### src/rtl/ahb_slave_mem.sv
// AHB-Lite slave backed by a flop word memory: programmable OKAY wait states,
// little-endian byte/halfword/word lanes and two-cycle ERROR responses.
module ahb_slave_mem #(
    parameter logic [31:0] BASE_ADDR   = 32'h8000_0000,
    parameter int          DEPTH       = 32,
    parameter int          WAIT_STATES = 1
) (
    input  logic        Hclk,
    input  logic        Hresetn,
    input  logic [1:0]  Htrans,
    input  logic [31:0] Haddr,
    input  logic        Hwrite,
    input  logic [2:0]  Hsize,
    input  logic [2:0]  Hburst,
    input  logic        Hreadyin,
    input  logic [31:0] Hwdata,
    output logic        Hreadyout,
    output logic        Hresp,
    output logic [31:0] Hrdata
);
    localparam int         AW      = $clog2(DEPTH);
    localparam logic [1:0] WS_LOAD = (WAIT_STATES > 0) ? 2'(WAIT_STATES - 1) : 2'd0;

    typedef enum logic [2:0] {S_IDLE, S_WAIT, S_DONE, S_ERR1, S_ERR2} state_t;

    state_t        state_q, state_d;
    logic [1:0]    cnt_q, cnt_d;
    logic          active_q, err_q, write_q;
    logic [31:0]   addr_q;
    logic [2:0]    size_q;
    logic [31:0]   mem_q [DEPTH];

    logic          rdy, accept, legal, commit;
    logic [AW-1:0] idx;
    logic [3:0]    lane_en;
    logic          unused_ok;

    // Only the states that end a data phase (or have none) can take a new address.
    assign rdy    = (state_q == S_IDLE) || (state_q == S_DONE) || (state_q == S_ERR2);
    assign accept = rdy && Hreadyin && Htrans[1];

    // Base is aligned to the window size, so the range check is an upper-bit match.
    assign legal = (Haddr[31:AW+2] == BASE_ADDR[31:AW+2])
                && (Hsize <= 3'd2)
                && !((Hsize == 3'd1) && Haddr[0])
                && !((Hsize == 3'd2) && (Haddr[1:0] != 2'b00));

    assign idx       = addr_q[AW+1:2];
    assign commit    = (state_q == S_DONE) && active_q && write_q && !err_q;
    assign Hreadyout = rdy;
    assign Hresp     = (state_q == S_ERR1) || (state_q == S_ERR2);
    assign Hrdata    = ((state_q == S_DONE) && active_q && !write_q) ? mem_q[idx] : 32'h0;
    assign unused_ok = ^{Hburst, Htrans[0], addr_q[31:AW+2]};

    always_comb begin
        lane_en = 4'b0000;
        case (size_q)
            3'd0:    lane_en[addr_q[1:0]] = 1'b1;
            3'd1:    lane_en = addr_q[1] ? 4'b1100 : 4'b0011;
            3'd2:    lane_en = 4'b1111;
            default: lane_en = 4'b0000;
        endcase
    end

    always_comb begin
        state_d = state_q;
        cnt_d   = cnt_q;
        case (state_q)
            S_WAIT: begin
                if (cnt_q == 2'd0) state_d = S_DONE;
                else               cnt_d   = cnt_q - 2'd1;
            end
            S_ERR1: state_d = S_ERR2;
            default: begin
                if (accept) begin
                    if (!legal) begin
                        state_d = S_ERR1;
                    end else if (WAIT_STATES > 0) begin
                        state_d = S_WAIT;
                        cnt_d   = WS_LOAD;
                    end else begin
                        state_d = S_DONE;
                    end
                end else begin
                    state_d = S_IDLE;
                end
            end
        endcase
    end

    always_ff @(posedge Hclk or negedge Hresetn) begin
        if (!Hresetn) begin
            state_q <= S_IDLE;
            cnt_q   <= 2'd0;
        end else begin
            state_q <= state_d;
            cnt_q   <= cnt_d;
        end
    end

    always_ff @(posedge Hclk or negedge Hresetn) begin
        if (!Hresetn) begin
            active_q <= 1'b0;
            err_q    <= 1'b0;
            write_q  <= 1'b0;
            addr_q   <= 32'h0;
            size_q   <= 3'd0;
        end else if (rdy) begin
            active_q <= accept;
            if (accept) begin
                addr_q  <= Haddr;
                write_q <= Hwrite;
                size_q  <= Hsize;
                err_q   <= !legal;
            end
        end
    end

    // Commit lands on the edge closing DONE, so a pipelined read sees it.
    always_ff @(posedge Hclk or negedge Hresetn) begin
        if (!Hresetn) begin
            for (int i = 0; i < DEPTH; i++) mem_q[i] <= 32'h0;
        end else if (commit) begin
            for (int n = 0; n < 4; n++)
                if (lane_en[n]) mem_q[idx][8*n +: 8] <= Hwdata[8*n +: 8];
        end
    end
endmodule
### config.mk
export PLATFORM = sky130hd
export DESIGN_NAME = ahb_slave_mem
export DESIGN_NICKNAME = d
export VERILOG_FILES = /design/src/rtl/ahb_slave_mem.sv
export SDC_FILE = /design/constraint.sdc
export NUM_CORES = 2
export LEC_CHECK = 0
export CORE_MARGIN = 2
export CORE_UTILIZATION = 50
export CTS_BUF_LIST = sky130_fd_sc_hd__clkbuf_16
export DETAILED_ROUTE_END_ITERATION = 8
export PLACE_DENSITY = 0.69
export SYNTH_ARGS = -nofsm -noshare
export SYNTH_HDL_FRONTEND = slang
export SYNTH_SLANG_ARGS = --single-unit
### constraint.sdc
create_clock -name Hclk -period 2.2 [get_ports Hclk]
set_input_delay 0.44 -clock Hclk [delete_from_list [all_inputs] [get_ports Hclk]]
set_output_delay 0.44 -clock Hclk [all_outputs]
set_load 0.01 [all_outputs]
Met3 routing:
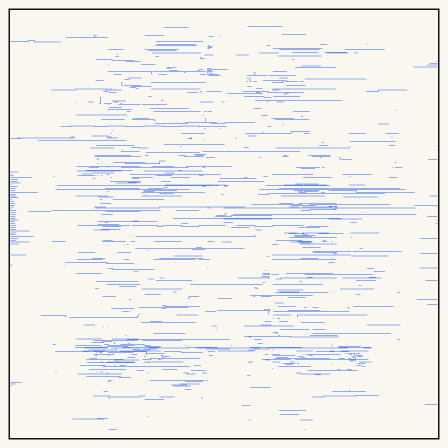
wire length on this layer: 10900 um
main direction: horizontal
longest straight run: 141 um

Pin map:
Pins as bars across the die edge, other pins in gray.
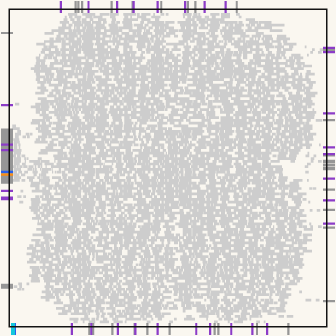
legend:
  cyan:
    port: Hburst
    pins: 3
    direction: input
    edge: south
  orange:
    port: Hreadyin
    pins: 1
    direction: input
    edge: west
  purple:
    port: Hrdata
    pins: 32
    direction: output
    edge: 10 south, 8 east, 8 north, 6 west
  blue:
    port: Htrans
    pins: 2
    direction: input
    edge: 1 south, 1 west

Where the registers sit:
Other sequential cells in the stronger gray, the rest of the logic in the fainter gray.
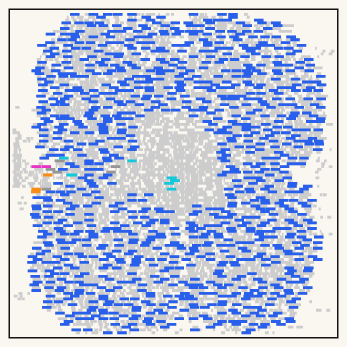
legend:
  orange:
    signal: state_q
    sequential_cells: 3
  magenta:
    signal: cnt_q
    sequential_cells: 2
  cyan:
    signal: addr_q
    sequential_cells: 7
    where: center
  blue:
    signal: mem_q
    sequential_cells: 1024
    where: all over the die

Routed metal, one color a layer:
Only two layers are drawn.
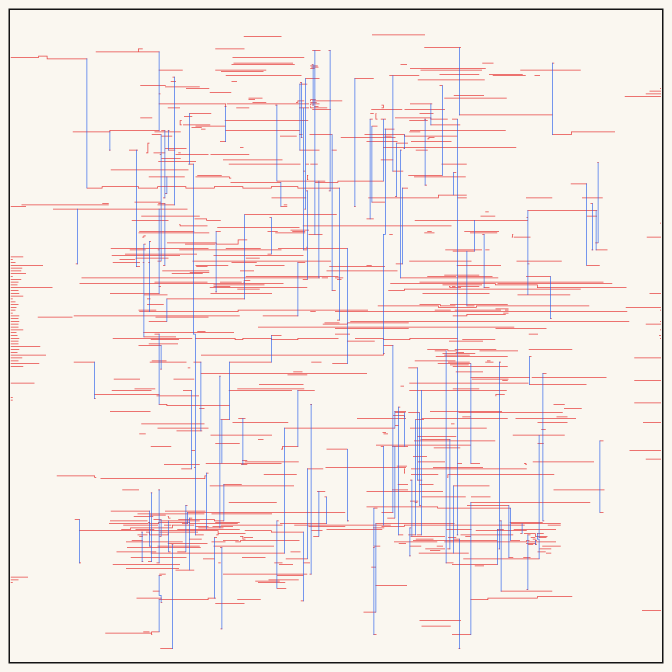
legend:
  blue:
    layer: met4
    wire_length: 5030 um
  red:
    layer: met3
    wire_length: 10900 um

==> summary.txt <==
The layout was made with Yosys and OpenROAD.

The startpoint kind of the worst setup timing path is a flip-flop. The combinational gate area is between 0.02 and 0.025 mm2. Per the layout report, the design carries 113 clock buffers. Setup repair after global routing could not meet its margin everywhere. In this run the register-to-register setup slack is -0.57 ns. The final timing report lists a max-slew violation count of 0. The power report attributes to the sequential group a share of 0.352. The flow ran to the end, but the final reports show violations. Note, the detailed placer reported a final HPWL of between 90000 and 100000 um. After synthesis, the most frequently instantiated cells are 1042 x sky130_fd_sc_hd__dfrtp_1, 1020 x sky130_fd_sc_hd__mux2_2, 512 x sky130_fd_sc_hd__mux2i_1.

Routing resource usage on met2 recorded by global route was 0.4768. The first global-routing pass estimated approximately 220000 um of wire. The checks that failed: setup timing. The warning tally printed by Yosys for this design is 0. The share of the synthesized netlist area taken by xor and xnor gates is 0. The total chip power is 0.05748 W. The post-synthesis share of cell area spent on full adders, half adders and majority gates is 0.0002576. The number of hold buffers added after CTS was 1. The clock root buffer master is sky130_fd_sc_hd__clkbuf_16.

TritonCTS built the clock tree. Ranked by power, first place goes to registers. The number of buffers and inverters on the critical path is 7. The inverter tally of the final layout excluding the clock network is 4. Per the post-place timing report, worst setup slack is -1.018 ns. The violation count after the first detailed-route iteration is 2874. The number of flip-flops and latches is 1042.

Between clock sinks in the finished design, the worst skew comes to ~0.032 ns. By area, the class that comes first in the final layout consists of registers. In this run the deepest clock path goes through 3 buffers. The share of total power dissipated in combinational logic is 0.349. Leaving out filler cells and counting taps, the final layout contains about 5400. The detailed-router iteration count before antenna repair is 7. At the end of the flow, the number of nets in the layout was between 4000 and 5000. The cell resize tally after clock tree synthesis is 438. Timing would allow up to 0.2869 GHz.

Adding up every negative setup slack in the final design gives -254.02 ns. Walking the critical path from launch to capture passes 11 cell instances. The synthesized design contains 0 enable-type register cells. The area after detailed placement is around 0.057 mm2. The number of global-route vias before repair was approximately 35000. The number of tapcells is around 1300. The power in the clock group is 0.0172 W. In this run, the synthesized area fraction spent on AND-OR/OR-AND gates is recorded as 0.06305. The worst setup path is captured at an output port. Max fanout on the critical path was recorded as 12. The pin closest to its max-slew limit shows a slew of between 1 and 1.5 ns. The synthesis run identifies the leading combinational cell family as multiplexers. For this run, the script counts the antenna cells in the layout as 1. In this run the critical path is formed by buf_12 > buf_12 > buf_12 > buf_4 > mux2i_1 > o22ai_1 > nor4_2 > buf_4 > a21oi_4 > buf_4 > clkdlybuf4s15_2.

The pin count of the biggest net entering global routing is just over 80. The initial standard-cell utilization of the core is 0.5038. The power report lists the sequential group at 0.0202 W. The met3 track demand over resource is 0.05398.

The insertion delay at the late pin of the worst-skew pair is around 0.70 ns. Counting plain and timing-repair buffers in the layout gives between 700 and 800. In this run the tool buffered the top-level ports with between 100 and 150 buffer cells. The die width is about 320 um. The share of synthesized registers carrying an async set or reset is 1.000. The detailed-routed wire length on met2 is a little over 70000 um. The biggest area contributor in the post-synthesis netlist is sky130_fd_sc_hd__dfrtp_1. The combinational fraction of the cell area is 0.3821. The last timing report of the flow puts the setup violation total at 967. The global router's overall resource usage is 0.3010.

By area the synthesized netlist is led by sky130_fd_sc_hd__dfrtp_1 54%, sky130_fd_sc_hd__mux2_2 24%, sky130_fd_sc_hd__mux2i_1 11%. The internal power summed over all cells is between 0.03 and 0.04 W. The maximum resistive drop on vdd is approximately 0.86 mV. The tool flagged a number of max-cap violations equal to 0. The flow measured a signed area growth from synthesis to layout of 31.89%. The initial antenna violation count is 0. On the worst setup and hold paths after CTS, the clock-pin slew comes to 0.07 ns. The startpoint of the most critical register-to-register path is addr_q[2].

The post-synthesis cell count is around 3500. Per the synthesis report, the simple-gate share of the synthesized area is 0.03359. The worst hold margin is 0.2651 ns.

After synthesis the cells add up to between 0.04 and 0.05 mm2. After detailed routing, the wire length on met1 is approximately 65000 um. The standard-cell row count is between 100 and 150. Leaving out fill and tap cells, the most frequent cells in the layout are 1038 x sky130_fd_sc_hd__dfrtp_1, 916 x sky130_fd_sc_hd__mux2_2, 445 x sky130_fd_sc_hd__mux2i_1.

The final timing report lists a hold violation count of 0. The last weighted congestion value of the routability-driven placer is about 0.86. The area of the die is 0.09967 mm2. The top cell type in the final layout, fill and taps aside, is sky130_fd_sc_hd__dfrtp_1.

The number of vias per cell after detailed routing is between 6 and 7. The script extracted a net switching power of approximately 0.019 W. Registers take 0.02608 mm2. The die outline height is about 320 um. The routed length on met3 is roughly 11000 um.

The count of tool warnings is 34. The endpoint of the worst setup timing path is Hrdata[15]. Measured against its own limit, the worst slew margin works out to 0.3203.

Of the total standard cell area in the layout, the sequential portion is 0.4071. Measured on the finished design, the core utilization comes to 0.6645. The post-route fraction of the period consumed by the critical path is 1.584. For this run, the register share of the synthesized area comes to 0.5368. The post-route worst setup slack is -1.285 ns. The number of cell instances on the worst register-to-register path is 10. OpenSTA lists the critical path startpoint as addr_q[3].

The leakage power in the latest report is 28.25 nW. The count of multi-input combinational gates is approximately 2200. The power in combinational cells is between 0.02 and 0.025 W.

The data required time reported for the critical path is 1.76 ns. The count of vias placed by the detailed router is between 30000 and 40000. The switching share of power is 0.3264. For this design, the slowest cell found on the critical path is sky130_fd_sc_hd__dfrtp_4. The share of post-route cells with drive strength above 1 is 0.5472. The multiplexer fraction of the synthesized cell area is 0.3429. The met1 usage in global routing is 0.4174. The busiest metal layer after global routing is met2. The cell count in the Yosys report is ~3500.

Per STA, the worst path accumulates the most delay in the family buffers and inverters. The instance count after placement with tap cells included is around 5100. The routed layout reports a DRC error count of 0. The core region is 0.09642 mm2.

When the netlist entered floorplanning its net count stood at ~3600. The layout report lists the clock-cell share of area as 0.05042. The critical path in this run is classified as flip-flop to output port.
Power is estimated from default activity; no workload was simulated.
